`config.mk`:
```
export PLATFORM = sky130hd
export DESIGN_NAME = config_fabric
export DESIGN_NICKNAME = d
export VERILOG_FILES = /design/src/rtl/config_fabric_pkg.sv /design/src/rtl/config_fabric_irq.sv /design/src/rtl/config_fabric.sv
export SDC_FILE = /design/constraint.sdc
export NUM_CORES = 1
export LEC_CHECK = 0
export CAP_MARGIN = 20
export CORE_MARGIN = 1
export CORE_UTILIZATION = 39
export DETAILED_ROUTE_END_ITERATION = 8
export PLACE_DENSITY = 0.92
export SYNTH_ARGS = -nofsm -noshare
export SYNTH_HDL_FRONTEND = slang
export SYNTH_HIERARCHICAL = 1
export SYNTH_SLANG_ARGS = --single-unit
export TNS_END_PERCENT = 20
```
`constraint.sdc`:
```
create_clock -name clk -period 2.1 [get_ports clk]
set_input_delay 0.525 -clock clk [delete_from_list [all_inputs] [get_ports clk]]
set_output_delay 0.525 -clock clk [all_outputs]
set_load 0.005 [all_outputs]
```
`src/rtl/config_fabric_pkg.sv`:
```
// config_fabric_pkg: shared FSM states, local register map and constants for the config fabric.
package config_fabric_pkg;
  typedef enum logic [1:0] {S_IDLE, S_CMD, S_RWAIT, S_RESP} state_t;
  localparam logic [1:0] REG_ID = 2'd0, REG_MASK = 2'd1, REG_PEND = 2'd2, REG_ERR = 2'd3;
  localparam logic [23:0] ID_LO = 24'hCF0B01;
  localparam logic [31:0] TIMEOUT_WORD = 32'hDEAD_0000;
  localparam int ERR_ILLEGAL = 6, ERR_SPURIOUS = 5, ERR_TIMEOUT = 4;
  function automatic logic [31:0] id_word(input logic [7:0] n);
    return {n, ID_LO};
  endfunction
endpackage

```
`src/rtl/config_fabric_irq.sv`:
```
// config_fabric_irq: IRQ mask/pending storage with W1C clear and registered host interrupt.
module config_fabric_irq #(
  parameter int N = 4
) (
  input  logic         clk,
  input  logic         reset,
  input  logic [N-1:0] i_irq,
  input  logic         i_mask_we,
  input  logic         i_pend_w1c,
  input  logic [N-1:0] i_wdata,
  output logic [N-1:0] o_mask,
  output logic [N-1:0] o_pend,
  output logic         o_hps_irq
);
  logic [N-1:0] r_mask, r_pend;
  logic         r_hps;
  logic [N-1:0] w_clr;
  assign w_clr = i_pend_w1c ? i_wdata : '0;
  // new interrupt levels are ORed in after the clear so a concurrent set wins
  always_ff @(posedge clk or negedge reset) begin
    if (!reset) begin
      r_mask <= '0;
      r_pend <= '0;
      r_hps  <= 1'b0;
    end else begin
      r_mask <= i_mask_we ? i_wdata : r_mask;
      r_pend <= (r_pend & ~w_clr) | i_irq;
      r_hps  <= |(r_pend & r_mask);
    end
  end
  assign o_mask    = r_mask;
  assign o_pend    = r_pend;
  assign o_hps_irq = r_hps;
endmodule

```
`src/rtl/config_fabric.sv`:
```
// config_fabric: address-decoded, registered Avalon-MM config fabric, one outstanding transaction.
// Read-response timeout is built only when CFG_FABRIC_TIMEOUT_EN is defined.
module config_fabric
  import config_fabric_pkg::*;
#(
  parameter int NUM_CLIENTS = 4,
  parameter int ADDR_W      = 16,
  parameter int DATA_W      = 32,
  parameter int SEL_LSB     = 12,
  parameter int TIMEOUT     = 255
) (
  input  logic                          clk,
  input  logic                          reset,
  input  logic [ADDR_W-1:0]             avs_config_address,
  input  logic                          avs_config_write,
  input  logic [DATA_W-1:0]             avs_config_writedata,
  input  logic                          avs_config_read,
  output logic [DATA_W-1:0]             avs_config_readdata,
  output logic                          avs_config_readdatavalid,
  output logic                          avs_config_waitrequest,
  output logic [ADDR_W-1:0]             cli_address,
  output logic [DATA_W-1:0]             cli_writedata,
  output logic [NUM_CLIENTS-1:0]        cli_write,
  output logic [NUM_CLIENTS-1:0]        cli_read,
  input  logic [NUM_CLIENTS-1:0]        cli_waitrequest,
  input  logic [NUM_CLIENTS*DATA_W-1:0] cli_readdata,
  input  logic [NUM_CLIENTS-1:0]        cli_readdatavalid,
  input  logic [NUM_CLIENTS-1:0]        cli_irq,
  output logic                          hps_irq
);
`ifdef CFG_FABRIC_TIMEOUT_EN
  localparam bit TO_EN = 1'b1;
`else
  localparam bit TO_EN = 1'b0;
`endif
  localparam logic [4:0] NC = 5'(NUM_CLIENTS);
  state_t                 r_state, w_next;
  logic [ADDR_W-1:0]      r_addr;
  logic [DATA_W-1:0]      r_wdata, r_rdata, w_lrd, w_crd;
  logic [3:0]             r_idx, r_last, w_sel;
  logic [7:0]             r_cnt;
  logic                   r_wr, r_rvalid, r_ill, r_spur, r_tout;
  logic [NUM_CLIENTS-1:0] w_mask, w_pend, w_oh, w_exp;
  logic [1:0]             w_reg;
  logic                   w_acc, w_local, w_lwr, w_lrd_acc, w_cwait, w_hit, w_to, w_spur, w_errc;
  assign w_sel     = avs_config_address[SEL_LSB +: 4];
  assign w_reg     = avs_config_address[1:0];
  assign w_local   = {1'b0, w_sel} >= NC;
  assign w_acc     = (r_state == S_IDLE) && (avs_config_read || avs_config_write);
  assign w_lwr     = w_acc && avs_config_write && w_local;
  assign w_lrd_acc = w_acc && avs_config_read && !avs_config_write && w_local;
  assign w_errc    = w_lwr && (w_reg == REG_ERR);
  assign w_oh      = NUM_CLIENTS'(1) << r_idx;
  assign w_cwait   = |(cli_waitrequest & w_oh);
  assign w_exp     = (r_state == S_RWAIT) ? w_oh : '0;
  assign w_hit     = |(cli_readdatavalid & w_exp);
  assign w_spur    = |(cli_readdatavalid & ~w_exp);
  assign w_to      = TO_EN && (r_state == S_RWAIT) && !w_hit && (r_cnt == 8'(TIMEOUT - 1));
  assign w_crd     = cli_readdata[r_idx*DATA_W +: DATA_W];
  assign w_lrd     = (w_reg == REG_ID)   ? DATA_W'(id_word(8'(NUM_CLIENTS))) :
                     (w_reg == REG_MASK) ? DATA_W'(w_mask) :
                     (w_reg == REG_PEND) ? DATA_W'(w_pend) :
                                           DATA_W'({r_ill, r_spur, r_tout, r_last});
  always_comb begin
    w_next = r_state;
    case (r_state)
      S_IDLE:  if (w_acc) w_next = w_local ? (w_lrd_acc ? S_RESP : S_IDLE) : S_CMD;
      S_CMD:   if (!w_cwait) w_next = r_wr ? S_IDLE : S_RWAIT;
      S_RWAIT: if (w_hit || w_to) w_next = S_RESP;
      default: w_next = S_IDLE;
    endcase
  end
  // readdatavalid is registered off RESP, giving a local read its two-cycle latency
  always_ff @(posedge clk or negedge reset) begin
    if (!reset) begin
      r_state  <= S_IDLE;
      r_addr   <= '0;
      r_wdata  <= '0;
      r_rdata  <= '0;
      r_idx    <= '0;
      r_last   <= '0;
      r_cnt    <= '0;
      r_wr     <= 1'b0;
      r_rvalid <= 1'b0;
      r_ill    <= 1'b0;
      r_spur   <= 1'b0;
      r_tout   <= 1'b0;
    end else begin
      r_state  <= w_next;
      r_rvalid <= r_state == S_RESP;
      r_cnt    <= (r_state == S_RWAIT) ? r_cnt + 8'd1 : 8'd0;
      if (w_acc) begin
        r_addr  <= avs_config_address;
        r_wdata <= avs_config_writedata;
        r_idx   <= w_sel;
        r_wr    <= avs_config_write;
      end
      if (w_acc && !w_local) r_last <= w_sel;
      if (w_lrd_acc) r_rdata <= w_lrd;
      else if (w_hit) r_rdata <= w_crd;
      else if (w_to) r_rdata <= DATA_W'(TIMEOUT_WORD | 32'(r_idx));
      r_ill  <= (w_acc && avs_config_read && avs_config_write) ||
                (r_ill && !(w_errc && avs_config_writedata[ERR_ILLEGAL]));
      r_spur <= w_spur || (r_spur && !(w_errc && avs_config_writedata[ERR_SPURIOUS]));
      r_tout <= w_to || (r_tout && !(w_errc && avs_config_writedata[ERR_TIMEOUT]));
    end
  end
  config_fabric_irq #(.N(NUM_CLIENTS)) u_irq (
    .clk       (clk),
    .reset     (reset),
    .i_irq     (cli_irq),
    .i_mask_we (w_lwr && (w_reg == REG_MASK)),
    .i_pend_w1c(w_lwr && (w_reg == REG_PEND)),
    .i_wdata   (avs_config_writedata[NUM_CLIENTS-1:0]),
    .o_mask    (w_mask),
    .o_pend    (w_pend),
    .o_hps_irq (hps_irq)
  );
  assign avs_config_readdata      = r_rdata;
  assign avs_config_readdatavalid = r_rvalid;
  assign avs_config_waitrequest   = r_state != S_IDLE;
  assign cli_address              = r_addr;
  assign cli_writedata            = r_wdata;
  assign cli_write                = (r_state == S_CMD && r_wr) ? w_oh : '0;
  assign cli_read                 = (r_state == S_CMD && !r_wr) ? w_oh : '0;
endmodule
```
==> out/metrics.yaml, run 1 <==
status: "finished, violations left"
violations: "negative setup slack"
cts_tree: "done"
seqAreaFraction: 0.284
total_power_mw: 10.7
cts_buffers: 9
slowest_delay_ns: 0.41
placedCellCount: 854
p_seq_frac: 0.313
fin_area_um2: 8830
drv_slew: 0
adder_share: 0
clock_sinks: 100
rsz0062_at_grt: "yes"
cp.required_ns: 1.57
drive_gt1_frac: 0.301
seq_area_um2: 2500
power_frac_comb: 0.539
max-slew-margin-rel: 0.671
area_growth_pct: 72.9
die_h_um: 116
synth_flops: 100
nFillCells: 899
topCellsByArea: "dfrtp_1, mux4_2, mux2_2"
flop_cell: "dfrtp_1"
timing.final.hold_violations: 0
finalSetupViolCount: 4
drtAntennaViolNets: 0
worstPathCellList: "buf_6 -> or3_4 -> nor4_2 -> buf_2"
synthSimpleGateAreaFrac: 0.0931
topCombFamilyByArea: "multiplexers"
rows: 41
mux_share: 0.279
syn_inst: 381
clock_power_share: 0.148
cp_max_fo: 3
critPathBufInv: 2
logic_area_um2: 2510
yosys_area_um2: 5110
grt_pass1_vias: 5025
crit_type: "reg -> out"
warnings: 28
pg_clk_mw: 1.59
ys_seq_frac: 0.490
gp_congestion: 0.916
fin_ws_ns: -0.0610
synth_warnings: 6
ys_sh_aoi: 0.107
run_1/port_trees.png
Drawn at 4 px/um.
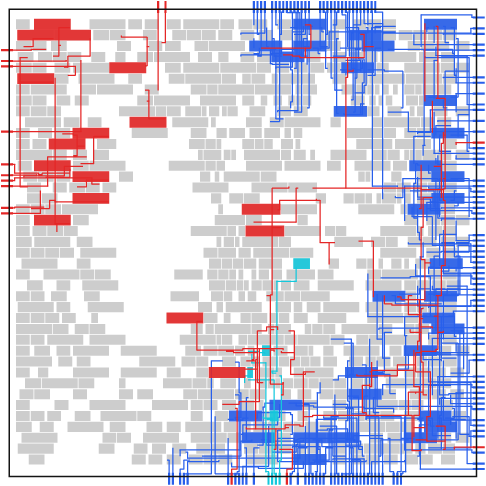
| colour | port | direction | end cells | buffers | wire |
|---|---|---|---|---|---|
| red | `cli_address` | output | 16 | 20 | 1320 um |
| blue | `cli_readdata` | input | 32 | 128 | 3660 um |
| cyan | `cli_read` | output | 4 | 4 | 150 um |

run_1/class_map.png
Drawn at 2 px/um.
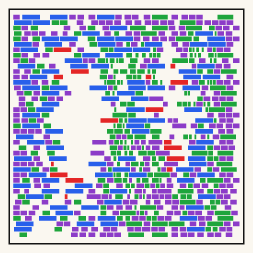
| colour | class | cells | share of their area |
|---|---|---|---|
| purple | remaining buffers and delay cells | 333 | 38% |
| green | remaining logic cells | 253 | 29% |
| blue | registers | 100 | 29% |
| red | clock drivers and dummy loads | 16 | 3.3% |

run_1/m3.png
Drawn at 3 px/um. Cells faint in the background.
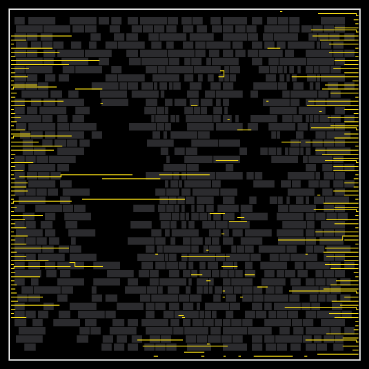
main direction: horizontal
longest straight run: 34.0 um
share of all routed wire: 8.3%
nets with wire on the layer: 175
wire length on this layer: 1410 um

run_1/clock_wires.png
Drawn at 4 px/um.
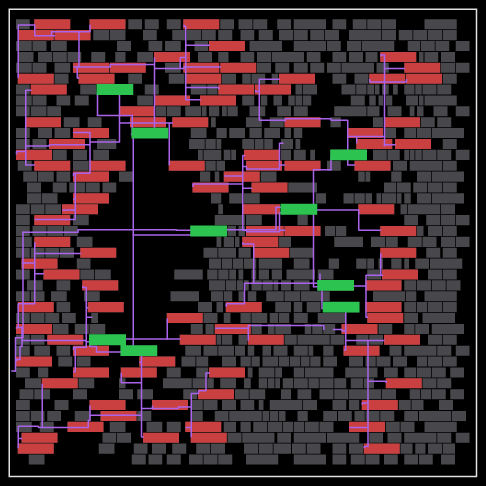

==> inputs of run 2 (changes only) <==
Settings changed: CORE_AREA from default to 2 2 110 112, CORE_MARGIN 1 to default, CORE_UTILIZATION 39 to default, DIE_AREA from default to 0 0 112 114, DONT_BUFFER_PORTS from default to 1, GPL_TIMING_DRIVEN from default to 1, PLACE_DENSITY 0.92 to 0.7.
run_2/clock_wires.png
Drawn at 4 px/um.
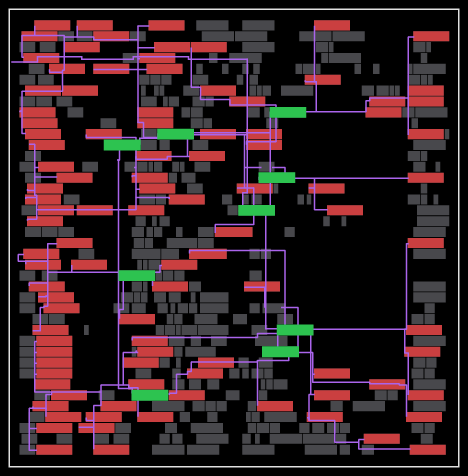
[green] clock-net drivers | count: 9
[purple] clock wires | length: 1340 um
[red] flip-flops | count: 100
routed clock nets: 10
flops lie: all over the die

==> run 2 against run 1 <==
  * The run ends with negative hold slack, negative setup slack left
  * Count of clock-buffer cells in the layout is the same
  * Utilization shrank 21 points
  * Register-to-register slack gained 0.07 ns
  * Critical path depth is the same
  * Worst hold slack lost 0.22 ns
  * Cell area shrank 36%
  * Area after synthesis is the same
  * Critical path type unchanged
  * Critical endpoint is now cli_read[0]
  * Largest cell class is now logic gates
==> out/metrics.yaml, run 2 <==
status: "finished, violations left"
violations: "negative hold slack, negative setup slack"
slowest_delay_ns: 0.44
seqAreaFraction: 0.440
synth_flops: 100
seq_area_um2: 2500
power_frac_comb: 0.386
max-slew-margin-rel: 0.450
die_h_um: 114
fin_ws_ns: -0.0224
logic_area_um2: 2520
topCombFamilyByArea: "multiplexers"
synth_warnings: 6
worstPathCellList: "inv_2 -> or3_4 -> nor4_4 -> buf_4"
rsz0062_at_grt: "yes"
hold_ws_ns: -0.132
gp_congestion: 0.798
grt_pass1_vias: 3496
cts_tree: "done"
placedCellCount: 517
finalSetupViolCount: 1
area_growth_pct: 11.5
clock_sinks: 100
clock_power_share: 0.195
crit_type: "reg -> out"
timing.final.hold_violations: 100
flop_cell: "dfrtp_1"
p_seq_frac: 0.419
